**config.mk**
```make
export PLATFORM = sky130hd
export DESIGN_NAME = palindrome_gen
export DESIGN_NICKNAME = d
export VERILOG_FILES = /design/src/rtl/palindrome_pkg.sv /design/src/rtl/palindrome_gen.sv
export SDC_FILE = /design/constraint.sdc
export NUM_CORES = 1
export LEC_CHECK = 0
export CAP_MARGIN = 20
export CORE_MARGIN = 3
export CORE_UTILIZATION = 40
export DETAILED_ROUTE_END_ITERATION = 7
export PLACE_DENSITY = 0.62
export SYNTH_ARGS = -nofsm -noshare
export SYNTH_HDL_FRONTEND = slang
export SYNTH_SLANG_ARGS = --single-unit
```
**constraint.sdc**
```tcl
create_clock -name clk -period 3.55 [get_ports clk]
set_input_delay 0.355 -clock clk [delete_from_list [all_inputs] [get_ports clk]]
set_output_delay 0.355 -clock clk [all_outputs]
set_load 0.02 [all_outputs]
```
**src/rtl/palindrome_pkg.sv**
```systemverilog
// Shared types and helpers for the serial palindrome generator.
package palindrome_pkg;

  typedef enum logic {
    IDLE,
    SEND
  } state_t;

  localparam int WORD_COUNT_WIDTH = 16;

  // Widest half-word bitrev can handle; callers zero-extend into it.
  localparam int BITREV_MAX_WIDTH = 128;

  // Reverses a full BITREV_MAX_WIDTH vector. A narrower value placed in the
  // low bits ends up reversed in the top bits, so callers shift it back down.
  function automatic logic [BITREV_MAX_WIDTH-1:0] bitrev(
    input logic [BITREV_MAX_WIDTH-1:0] value
  );
    logic [BITREV_MAX_WIDTH-1:0] result;
    result = '0;
    for (int i = 0; i < BITREV_MAX_WIDTH; i++) begin
      result[BITREV_MAX_WIDTH-1-i] = value[i];
    end
    return result;
  endfunction

endpackage

```
**src/rtl/palindrome_gen.sv**
```systemverilog
// Builds a palindrome {seed, bitrev(seed)} from each accepted seed and
// streams it out MSB first over a valid/ready serial interface.
module palindrome_gen
  import palindrome_pkg::*;
#(
  parameter int DATA_WIDTH = 32
) (
  input  logic                        clk,
  input  logic                        reset,
  input  logic [DATA_WIDTH/2-1:0]     din,
  input  logic                        din_valid,
  output logic                        din_ready,
  output logic                        dout,
  output logic                        dout_valid,
  input  logic                        dout_ready,
  output logic                        dout_last,
  output logic [WORD_COUNT_WIDTH-1:0] word_count
);

  localparam int HALF  = DATA_WIDTH / 2;
  localparam int CNT_W = $clog2(DATA_WIDTH);
  localparam logic [CNT_W-1:0] LAST_BIT = CNT_W'(DATA_WIDTH - 1);

  state_t                      state;
  state_t                      state_next;
  logic [DATA_WIDTH-1:0]       shreg;
  logic [CNT_W-1:0]            bit_cnt;
  logic [WORD_COUNT_WIDTH-1:0] word_count_q;
  logic [HALF-1:0]             din_rev;
  logic                        accept;
  logic                        xfer;
  logic                        last_xfer;

  assign din_rev = HALF'(bitrev(BITREV_MAX_WIDTH'(din)) >> (BITREV_MAX_WIDTH - HALF));

  assign dout_valid = (state == SEND);
  assign dout       = (state == SEND) & shreg[DATA_WIDTH-1];
  assign dout_last  = (state == SEND) && (bit_cnt == LAST_BIT);
  assign din_ready  = (state == IDLE) || (dout_last && dout_ready);
  assign word_count = word_count_q;

  assign accept    = din_valid && din_ready;
  assign xfer      = dout_valid && dout_ready;
  assign last_xfer = xfer && dout_last;

  always_ff @(posedge clk) begin
    if (reset) begin
      state <= IDLE;
    end else begin
      state <= state_next;
    end
  end

  // A seed arriving with the last bit keeps us in SEND with no bubble.
  always_comb begin
    state_next = state;
    case (state)
      IDLE: if (accept) state_next = SEND;
      SEND: begin
        if (accept) begin
          state_next = SEND;
        end else if (last_xfer) begin
          state_next = IDLE;
        end
      end
      default: state_next = IDLE;
    endcase
  end

  always_ff @(posedge clk) begin
    if (reset) begin
      shreg        <= '0;
      bit_cnt      <= '0;
      word_count_q <= '0;
    end else begin
      if (accept) begin
        shreg   <= {din, din_rev};
        bit_cnt <= '0;
      end else if (xfer) begin
        shreg   <= {shreg[DATA_WIDTH-2:0], 1'b0};
        bit_cnt <= bit_cnt + 1'b1;
      end
      if (last_xfer) begin
        word_count_q <= word_count_q + 1'b1;
      end
    end
  end

endmodule

```
clk_routes.png
Drawn at 4 px/µm.
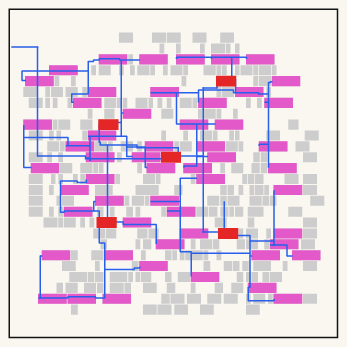
- blue: clock wires (length 657 µm)
- red: clock drivers (count 5)
- magenta: flip-flops (count 54)
- flops lie: spread over the die
- routed clock nets: 6

metal_density.png
Drawn at 4 px/µm. 16 x 16 tiles, from white (low) to dark blue (high), scaled to the fullest tile. Values are wire area over tile area, all layers added.
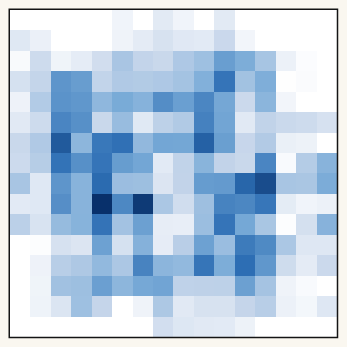
- tiles over half the peak: 22%
- mean over tiles: 0.11
- fullest tile: 0.38
- emptiest ninth of the die: upper right
- nearly empty tiles: 18%

==> impl_metrics.yaml <==
# physical design summary
layout:
  inverters: 3
  lay_top_count: "nand2_1"
  regArea_um2: 1081
  area_dominant_class: "multi-input combinational cells"
  clk_share_pct: 2.810
  area_growth_pct: 22.38
  final_area_um2: 2805
  buffer_area_share_pct: 14.99
  utilization_pct: 52.58
  n_all_buffers: 43
  lay_top_cells: "58 x nand2_1, 54 x dfxtp_1, 43 x nor2_1"
  flop-count: 54
  area.combinational_um2: 1126
  drive_gt1_share_pct: 4.902
  sh_seq_area_pct: 38.54
  diodes: 0
  num-clock-buffers: 5
  nets: 329
  logic_gates: 199
setup_path:
  worst-path-buf-inv: 2
  worstPathRequired_ps: 3190
  startpoint_type: "register"
  crit_cells: 6
  worstSetupPathType: "register to output port"
  crit_chain: "ha_1 > and3_1 > ha_1 > a21boi_0 > inv_1 > clkdlybuf4s50_1"
  timing.rr.start: "bit_cnt[0]"
  crit_end: "din_ready"
  crit_arrival_ps: 2180
  rrSetupSlack_ps: 1170
  cp_common_cell: "ha_1"
  worstSetupStartpoint: "bit_cnt[0]"
  r2r-end: "word_count[15]"
  reg2reg_depth: 7
  path_delay_family: "buffers and inverters"
  worst-path-max-fanout: 4
place:
  dpl.cell_count: 369
  place_area_um2: 2726
  globalplace.congestion: 0.6986
  preCtsSetupSlack_ps: 1138
  place_hpwl_um: 3062
  port_buffers: 39
synth:
  synthesis.nets: 298
  synthTopCellsByArea: "dfxtp_1 47%, a311oi_1 12%, nand2_1 9.5%"
  ys.flops: 54
  yosys.stat.seqShare_pct: 47.16
  synthTopCellsByCount: "58 x nand2_1, 54 x dfxtp_1, 43 x nor2_1, 31 x a311oi_1, 15 x clkbuf_1"
  ys_cells: 275
  yosys_area_um2: 2292
  mappedNetlistArea_um2: 2292
  syn_avg_cell_area_um2: 8.335
  synth_top_area_share_pct: 47.16
  yosys.cell_types.count: 30
  flop_cell: "dfxtp_1"
  edf_count: 0
  top_cell: "nand2_1"
  top_area_cell: "dfxtp_1"
  yosysWarnings: 0
  async_reset_ff_share_pct: 0
routing:
  wl_um: 4672
  wl_met1_um: 2364
  wl_per_cell_um: 12.43
  drcViolationCount: 0
  dr.pass1.iters: 4
  dr_wl_met2_um: 1985
  drt_iter0_drc: 147
  via_per_inst: 5.178
  num_vias: 1947
  detail-route-antenna-nets: 0
  top_layer_used: "met4"
  wl_met3_um: 238
floorplanning:
  die_x_um: 81.70
  fp-row-count: 26
  die_area_um2: 6675
  n_tap_cell: 70
  fp_util_pct: 42.96
  core_um2: 5335
timing:
  clock.fmax_mhz: 394.7
  holdWs_ps: 478.2
  setup_slack_ps: 1016
  slew_violations: 0
  hold_viol: 0
  worst_slew_pin_slew_ps: 744.9
  final.setup.tns_ps: 0
  period_used_pct: 71.37
  fin_skew_ps: 4.478
flow_run:
  drv_cap: 0
  warnings: 26
power_and_ir_drop:
  power.leakage_nw: 0.9805
  finalPower_mw: 1.128
  vdd_ir_drop_max_mv: 0.2513
clocking:
  cts_buffers: 5
  cts_resized: 0
  postCtsSetupBuffers: 0
  cts_root_buffer: "clkbuf_8"
  clock_sinks: 54
  clk_path_buf_depth: 2
  insertion_delay_ps: 310
  clk_pin_slew_ps: 90
global_route:
  grt_max_degree: 55
  grt.busiest_layer: "met2"
  overflow: 0
  grt_pass1_wl_um: 7734
  grt_antenna_before_repair: 0
  grt_use_met2_pct: 22.48
  first_global_vias: 1690
  met3_usage_pct: 3.180
worst_hold_path:
  min_path_type: "register to register"
  hold_depth: 2
  hp-start: "shreg[3]"
  whs_endpoint: "shreg[4]"
outcome:
  outcome: "completed"
logic_types.png
Drawn at 6 px/µm.
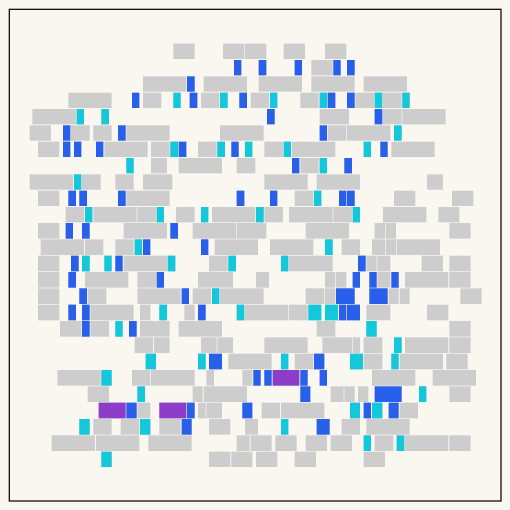
- purple: adder and majority cells (cells 3)
- cyan: NOR gates (cells 54)
- blue: NAND gates (cells 70)
Comb/total area: 40.14%
Layout Cells excl Fill: 376

detail.png
Window x 26 to 56, y 10 to 40 µm. Cells in gray, sequential cells in the stronger gray; small squares are vias.
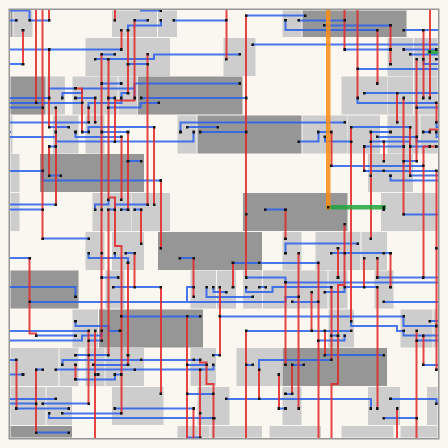
- blue: metal 1
- green: metal 3
- orange: metal 4
- red: metal 2
- netlist names of flops here include: word_count (5), shreg (2)
- cells with their middle in the window: 61
- most frequent: dfxtp_1 (9), nand2_1 (8), nor2_1 (8)
- sequential cells in the window: 9

==> worst min-delay path, cell delays in order, from the launching register on <==
cell and delay (ps):
dfxtp_1 320, nand2_1 50, a311oi_1 70
==> cells by family (layout without fill, tap and decap cells) <==
family	count (synthesis)	after routing	synth area share, %
muxes	2	2	0.8734
buffers and inverters	22	53	4.203
adders and majority gates	3	3	1.638
DFF	54	54	47.16
xor gates and xnor gates	13	13	4.967
and+or+nand+nor	134	134	25.60
AOI/OAI and AO/OA	47	47	15.56
==> flip-flops by register name, indices dropped and copies added, names as in the netlist <==
| name | flops |
|---|---|
| shreg | 32 |
| dout_valid | 1 |
| word_count | 16 |
| bit_cnt | 5 |
==> where the power goes <==
group          switching [mW]  internal (mW)
registers              0.0194          0.641
logic                  0.0784         0.0604
clock network           0.195          0.133
total                   0.293          0.835
Power is estimated from default activity; no workload was simulated.
